### Cells colored by class, run 1

(6 px per um)
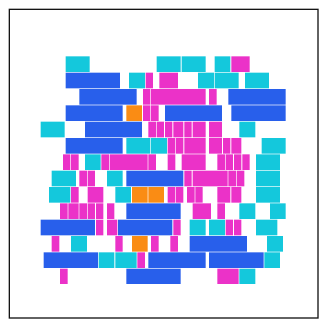
### Clock distribution, run 1

(6 px per um)
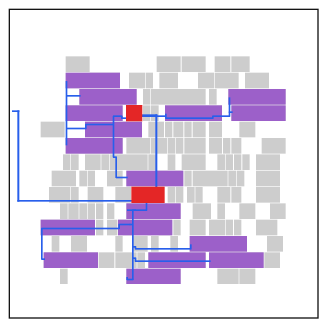
### Cell outlines without signal wires, run 1

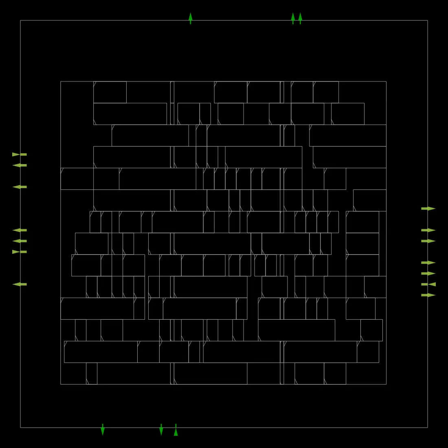
`src/rtl/bracket_gen.sv`:
```
// -----------------------------------------------------------------------------
// bracket_gen
//
// Producer for the single-`a`-between-two-`b` bracket protocol. Every rising
// edge of `start` seen while idle launches one sequence:
//   opening `b` pulse -> one `a` grant to the upstream requester -> closing `b`.
// `a` and `b` never overlap, and no `b` is issued between the opening `b` and
// the granted `a`.
//
// Parameters
//   PRE_GAP  idle cycles between the detected start edge and the opening b
//   MID_GAP  idle cycles between the a pulse and the closing b
//   TIMEOUT  max cycles spent waiting for req (timeout feature only), >= 1
//   CNT_W    width of the completed-sequence counter
//
// Ports
//   clk        sole clock, posedge
//   rst_n      asynchronous active-low reset
//   start      sequence trigger, rising edge only
//   req        upstream request for the single a slot (level)
//   a          one-cycle grant pulse (registered)
//   b          one-cycle bracket pulse, opening and closing (registered)
//   busy       high from the cycle after the edge through the closing b
//   done       one-cycle pulse coincident with the closing b
//   err        one-cycle pulse on timeout abort
//   seq_cnt    completed sequences, wraps modulo 2^CNT_W
//   dbg_state  current FSM state encoding
//
// Optional feature: define BRACKET_GEN_TIMEOUT_EN to abort a sequence when
// req is not seen within TIMEOUT cycles of OPEN/WAIT. Without it, WAIT holds
// indefinitely and err is tied low.
//
// Handshake: req is a level request from upstream and is only looked at in
// OPEN and WAIT. The grant `a` is a one-cycle pulse issued in the cycle after
// req is sampled high there; upstream holds req until it sees `a`. Exactly one
// grant is issued per sequence; req at any other time is ignored.
// -----------------------------------------------------------------------------
module bracket_gen #(
   parameter int unsigned PRE_GAP = 0,
   parameter int unsigned MID_GAP = 0,
   parameter int unsigned TIMEOUT = 16,
   parameter int unsigned CNT_W   = 8
) (
   input  logic             clk,
   input  logic             rst_n,
   input  logic             start,
   input  logic             req,
   output logic             a,
   output logic             b,
   output logic             busy,
   output logic             done,
   output logic             err,
   output logic [CNT_W-1:0] seq_cnt,
   output logic [2:0]       dbg_state
);

   typedef enum logic [2:0] {
      S_IDLE  = 3'd0,
      S_PRE   = 3'd1,
      S_OPEN  = 3'd2,
      S_WAIT  = 3'd3,
      S_FIRE  = 3'd4,
      S_MID   = 3'd5,
      S_CLOSE = 3'd6
   } state_t;

   // One counter serves both gaps; PRE and MID are never active together.
   localparam int unsigned GAP_MAX = (PRE_GAP > MID_GAP) ? PRE_GAP : MID_GAP;
   localparam int unsigned GAP_W   = (GAP_MAX > 1) ? $clog2(GAP_MAX) : 1;
   localparam logic [GAP_W-1:0] PRE_LAST = GAP_W'((PRE_GAP > 0) ? PRE_GAP - 1 : 0);
   localparam logic [GAP_W-1:0] MID_LAST = GAP_W'((MID_GAP > 0) ? MID_GAP - 1 : 0);

   state_t             state_q, state_d;
   logic [GAP_W-1:0]   gap_q, gap_d;
   logic [CNT_W-1:0]   cnt_q, cnt_d;
   logic               start_q, start_d;
   logic               armed_q, armed_d;
   logic               a_q, a_d;
   logic               b_q, b_d;
   logic               busy_q, busy_d;
   logic               done_q, done_d;
   logic               err_q, err_d;
   logic               rise;
   logic               abort;
   logic               wait_expired;

   // armed_q stays low after reset until start has been seen low, so a start
   // held high through reset release is not mistaken for an edge.
   assign rise = start & ~start_q & armed_q;

`ifdef BRACKET_GEN_TIMEOUT_EN
   localparam int unsigned WAIT_W = (TIMEOUT > 1) ? $clog2(TIMEOUT) : 1;
   localparam logic [WAIT_W-1:0] WAIT_LAST = WAIT_W'(TIMEOUT - 1);

   logic [WAIT_W-1:0] wait_q, wait_d;

   // Counts OPEN/WAIT cycles without req; cleared everywhere else so each
   // sequence starts from zero when it enters OPEN.
   always_comb begin
      wait_d = '0;
      if (((state_q == S_OPEN) || (state_q == S_WAIT)) && !req) begin
         wait_d = wait_q + WAIT_W'(1);
      end
   end

   always_ff @(posedge clk or negedge rst_n) begin
      if (!rst_n) begin
         wait_q <= '0;
      end else begin
         wait_q <= wait_d;
      end
   end

   assign wait_expired = (wait_q == WAIT_LAST);
`else
   assign wait_expired = 1'b0;

   // TIMEOUT has no effect without the timeout feature.
   if (TIMEOUT == 0) begin : g_timeout_unused
   end
`endif

   always_comb begin
      state_d = state_q;
      gap_d   = gap_q;
      cnt_d   = cnt_q;
      start_d = start;
      armed_d = armed_q | ~start;
      abort   = 1'b0;

      case (state_q)
         S_IDLE: begin
            if (rise) begin
               gap_d   = '0;
               state_d = (PRE_GAP > 0) ? S_PRE : S_OPEN;
            end
         end
         S_PRE: begin
            if (gap_q == PRE_LAST) begin
               state_d = S_OPEN;
            end else begin
               gap_d = gap_q + GAP_W'(1);
            end
         end
         S_OPEN, S_WAIT: begin
            if (req) begin
               state_d = S_FIRE;
            end else if (wait_expired) begin
               state_d = S_IDLE;
               abort   = 1'b1;
            end else begin
               state_d = S_WAIT;
            end
         end
         S_FIRE: begin
            gap_d   = '0;
            state_d = (MID_GAP > 0) ? S_MID : S_CLOSE;
         end
         S_MID: begin
            if (gap_q == MID_LAST) begin
               state_d = S_CLOSE;
            end else begin
               gap_d = gap_q + GAP_W'(1);
            end
         end
         S_CLOSE: begin
            cnt_d   = cnt_q + CNT_W'(1);
            state_d = S_IDLE;
         end
         default: begin
            state_d = S_IDLE;
         end
      endcase

      // Outputs are decoded from the next state so they are flops that line
      // up with the state they belong to.
      a_d    = (state_d == S_FIRE);
      b_d    = (state_d == S_OPEN) || (state_d == S_CLOSE);
      done_d = (state_d == S_CLOSE);
      busy_d = (state_d != S_IDLE);
      err_d  = abort;
   end

   always_ff @(posedge clk or negedge rst_n) begin
      if (!rst_n) begin
         state_q <= S_IDLE;
         gap_q   <= '0;
         cnt_q   <= '0;
         start_q <= 1'b0;
         armed_q <= 1'b0;
         a_q     <= 1'b0;
         b_q     <= 1'b0;
         busy_q  <= 1'b0;
         done_q  <= 1'b0;
         err_q   <= 1'b0;
      end else begin
         state_q <= state_d;
         gap_q   <= gap_d;
         cnt_q   <= cnt_d;
         start_q <= start_d;
         armed_q <= armed_d;
         a_q     <= a_d;
         b_q     <= b_d;
         busy_q  <= busy_d;
         done_q  <= done_d;
         err_q   <= err_d;
      end
   end

   assign a         = a_q;
   assign b         = b_q;
   assign busy      = busy_q;
   assign done      = done_q;
   assign err       = err_q;
   assign seq_cnt   = cnt_q;
   assign dbg_state = state_q;

endmodule

```
`config.mk`:
```
export PLATFORM = sky130hd
export DESIGN_NAME = bracket_gen
export DESIGN_NICKNAME = d
export VERILOG_FILES = /design/src/rtl/bracket_gen.sv
export SDC_FILE = /design/constraint.sdc
export NUM_CORES = 1
export LEC_CHECK = 0
export ABC_AREA = 1
export CORE_MARGIN = 5
export CORE_UTILIZATION = 44
export CTS_BUF_LIST = sky130_fd_sc_hd__clkbuf_4
export DETAILED_ROUTE_END_ITERATION = 12
export PLACE_DENSITY = 0.84
export SKIP_CTS_REPAIR_TIMING = 1
export SLEW_MARGIN = 30
export SYNTH_ARGS = -nofsm -noshare
export SYNTH_HDL_FRONTEND = slang
export SYNTH_SLANG_ARGS = --single-unit
```
`constraint.sdc`:
```
create_clock -name clk -period 1.1 [get_ports clk]
set_input_delay 0.22 -clock clk [delete_from_list [all_inputs] [get_ports clk]]
set_output_delay 0.22 -clock clk [all_outputs]
set_load 0.03 [all_outputs]
```
==> Changelog: implementation, run 1 <==
## Implementation

- Residual DRC: 0
- DR top layer: met4
- Met3 GRT Util: 0.04651
- Met3 wire length: 113 um
- Met1 wire length: between 600 and 700 um
- Clock sink count: 17
- Final Wtd Congestion: 0.7703
- Logic pwr share: 0.521
- Violation count after the first detailed-route iteration: 6
- Crit path required time: between 0.8 and 0.9 ns
- Worst r2r src: dbg_state[2]$_DFF_PN0_
- Drt pass-1 iters: 4
- Yosys synthesis warning count: 0
- Dpl cells: 120
- FP Rows: 14
- Critical path type: reg2out
- Tool warning count: 28
- Crit path setup slack, layout: -0.1064 ns
- GR Util All Layers: 0.1165
- Detailed placement HPWL: about 1.1 mm
- # IOs: 20
- Int Power: roughly 1.7 mW
- Critical Path Sink Type: primary output
- Failing checks: setup timing
- Status: finished, violations left
- VDD IR max: 1.321 mV
- Share of layout cells above drive strength 1: 0.4454
- Routing usage on met1: 0.1236
- Setup Viol. Count Final: 5
- Top cells by count: nand2_1 (25), dfrtp_1 (17), inv_1 (17)
- Commonest Layout Cell: nand2_1
- Primary FF master, synth: dfrtp_1
- Syn_nets: 89
- Post-synthesis sequential area ratio: 0.5695
- WL final: roughly 1.6 mm
- Pwr dens: approximately 2500 nW/um^2
- Synthesized instance count: 84
- Routed len/inst: around 12 um
- Via density: 4.659
- Clock power frac: 0.119
- Max Root-Sink Buffers: 2
- Worst Path Max Fanout: 3
- Max Cap Viol: 0
Back to the opening pictures, 'Cells colored by class':
flops: shown in blue, cells 17, share of their area 39%. clock drivers and dummy loads: shown in orange, cells 4, share of their area 2.7%. other buffers and delay cells: shown in cyan, cells 32, share of their area 26%. combinational and other logic: shown in magenta, cells 66, share of their area 32%.

Back to the opening pictures, 'Clock distribution':
clock wires: shown in blue, length 184 um. clock drivers: shown in red, count 3. flip-flops: shown in purple, count 17.
There are 4 routed clock nets.

Back to the opening pictures, 'Cell outlines without signal wires':
Core ar.: 1559 um^2
Non-Filler Instances: 135

==> run 1: power by group through the flow <==
stage               combinational [mW]  clock [mW]  sequential [mW]
detailed placement                1.12           0             1.04
global placement                  1.09           0             1.04
global route                      1.60       0.382             1.06
finish                            1.49       0.341             1.03
floorplan                        0.328           0             1.37
CTS                               1.12       0.345             1.03
==> run 1: metrics by stage <==
step | utilization | setup TNS, ns | worst slack [ns]
2_1_floorplan | - | -0.03490 | -0.03490
3_3_place_gp | 0.6067 | 0 | 0.02100
3_5_place_dp | 0.6067 | -0.05066 | -0.05066
4_1_cts | 0.6260 | -0.3944 | -0.1616
5_1_grt | 0.7247 | -0.5902 | -0.1472
6_report | 0.7247 | -0.1259 | -0.1064
==> run 1: cell families (layout without fill, tap and decap cells) <==
| group | after synthesis | in the layout | share of synthesized area |
|---|---|---|---|
| and+or+nand+nor | 43 | 43 | 0.2714 |
| buffers and inverters | 18 | 53 | 0.09548 |
| DFF | 17 | 17 | 0.5695 |
| xor gates and xnor gates | 3 | 3 | 0.03518 |
| adders and majority gates | 1 | 1 | 0.01675 |
| other | 1 | 1 | 0.005020 |
| AOI/OAI and AO/OA | 1 | 1 | 0.006694 |
==> run 1: final cells by class <==
cell class / count / area (um^2)
inverter: 17 / 63.81
tap: 16 / 20.02
fill: 120 / 429.2
multi-input combinational: 49 / 286.5
sequential: 17 / 436.7
clock buffer: 4 / 30.03
timing repair buffer: 32 / 292.8
==> run 1: sequential cells by signal, summed over array words and instances (netlist names) <==
name / flops
start_q: 1
seq_cnt: 8
b: 1
busy: 1
dbg_state: 3
done: 1
a: 1
armed_q: 1
==> run 1: critical path: stages (launching register included) <==
cell and delay (ns):
dfrtp_2 0.45, buf_6 0.13, buf_6 0.13
==> run 1 -> run 2 <==
Settings changed: CORE_MARGIN 5 to 2, CTS_CLUSTER_SIZE from default to 8.
==> run 2 against run 1 <==
Effect of this change:
- the run still ends with setup timing left
- setup slack worse by 0.019 ns
- register-to-register slack worse by 0.07 ns
- total power down 2.4%
- critical path depth unchanged
- hold slack lost 0.027 ns
- cell area fell by 1.8%
- maximum frequency decreased by 1.5%
- sequential cell count stayed put
- combinational power decreased by 5%
- area after synthesis is the same
- global-route usage rose by 6.1 points
- first-iteration DRC count down 33%
==> Changelog: implementation, run 2 <==
## Implementation

- Max Root-Sink Buffers: 2
- Combinational power: 1.41 mW
- VDD IR max: around 1.3 mV
- Pwr dens: 2517 nW/um^2
- Setup Viol. Count Final: 8
- Max Cap Viol: 0
- Routed len/inst: 12.09 um
- Status: finished, violations left
- Top cells by count: nand2_1 (25), dfrtp_1 (17), inv_1 (17)
- # IOs: 20
- Yosys synthesis warning count: 0
- Post-synthesis simple-gate area fraction: 0.2714
- Critical Path Sink Type: primary output
- Crit path required time: 0.88 ns
- Primary FF master, synth: dfrtp_1
- Failing checks: setup timing
- Synthesized instance count: 84
- Worst Path Max Fanout: 3
- Synth Area in Compound Gates: 0.006700
- Share of layout cells above drive strength 1: 0.4174
- Pwr top: combinational cells
- Yosys adder share: 0.01675
- Crit path setup slack, layout: -0.1252 ns
- Largest logic family: simple AND/OR/NAND/NOR gates
- Residual DRC: 0
==> run 2: per-stage QoR <==
step	hold slack (ns)	cells	cell area, um^2	setup TNS, ns	utilization
after CTS	0.2329	124	973.4	-0.6852	0.6315
after global routing	0.2548	131	1110	-0.8102	0.7200
final	0.2289	131	1110	-0.3855	0.7200
after global placement	0.4242	120	945.9	0	0.6136
after floorplan	-0.07559	84	768.2	-0.03490	-
after detailed placement	0.4566	120	945.9	-0.02176	0.6136
==> run 2: layer usage <==
metal | GRT usage | routed length [um] | up-vias
met5 | 0 | 0 | -
met4 | 0.1235 | 43 | 0
met3 | 0.02400 | 83 | 5
met1 | 0.1938 | 571 | 292
met2 | 0.3143 | 885 | 21
li1 | - | - | 312
==> run 2: area by class of cell <==
class	count	area (um^2)
Inverter	17	66.31
Clock buffer	3	22.52
Tap cell	16	20.02
Sequential cell	17	435.4
Timing Repair Buffer	28	266.5
Multi-Input combinational cell	49	294.0
Fill cell	119	431.7
Clock inverter	1	5.005
==> run 2: worst max-delay path by stage <==
stage / from / to / slack (ns) / cells after the start
finish: seq_cnt[0]$_DFFE_PN0N_ / seq_cnt[0] / -0.13 / 2
global route: seq_cnt[0]$_DFFE_PN0N_ / seq_cnt[0] / -0.15 / 2
CTS: seq_cnt[0]$_DFFE_PN0N_ / seq_cnt[0] / -0.20 / 2
detailed placement: start / busy$_DFF_PN0_ / -0.02 / 5
global placement: start / busy$_DFF_PN0_ / 0.02 / 5
floorplan: seq_cnt[0]$_DFFE_PN0N_ / seq_cnt[4]$_DFFE_PN0N_ / -0.03 / 6
==> run 2: worst max-delay path, cell delays in order (launching register included) <==
cell	delay (ns)
dfrtp_2	0.45
buf_6	0.13
buf_6	0.13
### Cells colored by class, run 2

(6 px per um)
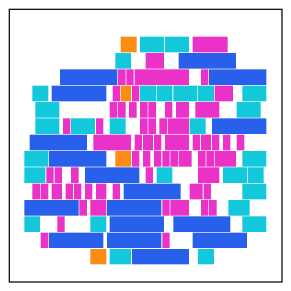
FP Rows: 14
flop share of the area: 0.3923
Finished Core Util: 0.7200
Final Cell Area: 1110 um^2

### Clock distribution, run 2

(6 px per um)
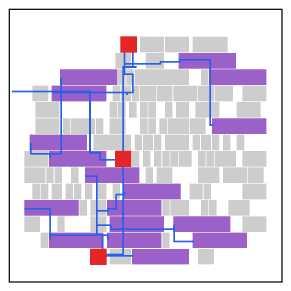
clock drivers: shown in red, count 3. clock wires: shown in blue, length 211 um. flip-flops: shown in purple, count 17.
There are 4 routed clock nets.

### Register map, names as in the netlist, run 2

(6 px per um) Other sequential cells in the stronger gray, the rest of the logic in the fainter gray.
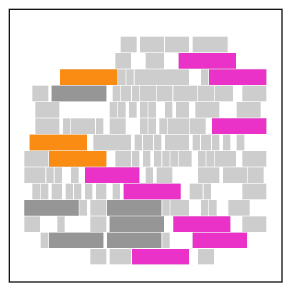
`dbg_state`: shown in orange, sequential cells 3. `seq_cnt`: shown in magenta, sequential cells 8.
Another 6 sequential cells are not colored.

==> run 2 -> run 3 <==
Settings changed: CORE_UTILIZATION 44 to 57, DONT_BUFFER_PORTS from default to 1, PLACE_DENSITY 0.84 to 0.82, RECOVER_POWER from default to 100.
==> run 3 against run 2 <==
Effect of this change:
- the flow still finishes with violations (setup timing)
- non-clock buffer count shrank 8
- clock power fell by 4%
- setup slack gained 0.10 ns
- hold slack worse by 0.15 ns
- register-to-register slack gained 0.07 ns
- cell area shrank 6.2%
- critical path depth is 1 lower
- critical endpoint unchanged
- largest power group unchanged
- highest routed layer unchanged
==> Changelog: implementation, run 3 <==
## Implementation

- Fillers: 89
- Crit path setup slack, layout: -0.02282 ns
- Clock sink count: 17
- Worst r2r src: seq_cnt[1]$_DFFE_PN0N_
- Flop count: 17
- Share of layout cells above drive strength 1: 0.3832
- CP top delay family: flip-flops
- DP Worst Slack: 0.009978 ns
- Setup Viol. Count Final: 5
- Syn_nets: 89
- Non-clock buffers: 20
- Failing checks: setup timing
- Non-clock inverters: 17
- Violation count after the first detailed-route iteration: 5
- Detailed placement HPWL: about 1.0 mm
- Primary FF master, synth: dfrtp_1
- Routed len/inst: 12.48 um
- Critical Path Sink Type: primary output
- Status: finished, violations left
- Post-synthesis simple-gate area fraction: 0.2714
[run 3: metal layers]
layer / GRT usage / up-vias / wire length [um] / share of wire
li1: - / 296 / - / -
met2: 0.3185 / 13 / 827 / 0.54
met5: 0 / - / 0 / 0
met3: 0.05556 / 2 / 62 / 0.041
met1: 0.2349 / 281 / 615 / 0.40
met4: 0.07500 / 0 / 16 / 0.011
[run 3: worst reg2reg max path: stages (launching register included)]
cell     delay (ns)
dfrtp_2        0.43
ha_4           0.16
inv_4          0.04
nor2_2         0.15
nand3_1        0.09
nand2_1        0.07
nand2_1        0.06
[run 3: power breakdown]
part           internal [mW]  switching [mW]
combinational          0.534           0.648
clock                  0.135           0.192
sequential             0.824           0.309
[run 3: worst max-delay path by stage]
stage	depth (start not counted)	start	slack, ns	end
2_1_floorplan	6	seq_cnt[0]$_DFFE_PN0N_	-0.03	seq_cnt[4]$_DFFE_PN0N_
3_3_place_gp	6	seq_cnt[1]$_DFFE_PN0N_	0.09	seq_cnt[4]$_DFFE_PN0N_
3_5_place_dp	6	seq_cnt[1]$_DFFE_PN0N_	0.01	seq_cnt[4]$_DFFE_PN0N_
4_1_cts	1	seq_cnt[1]$_DFFE_PN0N_	-0.05	seq_cnt[1]
5_1_grt	1	seq_cnt[1]$_DFFE_PN0N_	-0.05	seq_cnt[1]
6_report	1	seq_cnt[0]$_DFFE_PN0N_	-0.02	seq_cnt[0]
[run 3: through the flow]
stage,hold WS [ns],instances
3_3_place_gp,-0.07522,109
3_5_place_dp,-0.07523,109
2_1_floorplan,-0.07559,84
5_1_grt,0.08022,122
4_1_cts,-0.3999,113
6_report,0.08326,122
### Cells colored by class, run 3

(6 px per um)
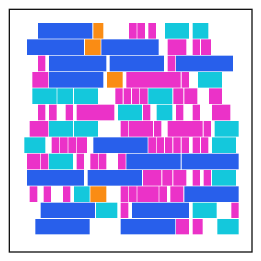
Finished Core Util: 0.8205
FP Rows: 13
flop share of the area: 0.4171
Final Cell Area: 1041 um^2
Core ar.: 1269 um^2

### I/O nets highlighted, run 3

(12 px per um)
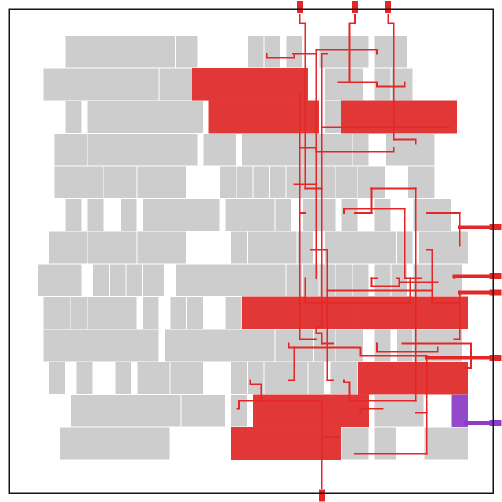
`err`: shown in purple, direction output, edge right, end cells 1, buffers 0, wire 2.20 um. `seq_cnt`: shown in red, direction output, edge 4 right, 3 top, 1 bottom, end cells 8, buffers 7, wire 324 um.

### Clock distribution, run 3

(6 px per um)
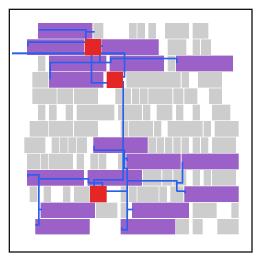
clock drivers: shown in red, count 3. clock wires: shown in blue, length 179 um. flip-flops: shown in purple, count 17.
There are 4 routed clock nets. Position of the flops: all over the die.

No activity file was given, so power comes from the tool's default toggle rates.
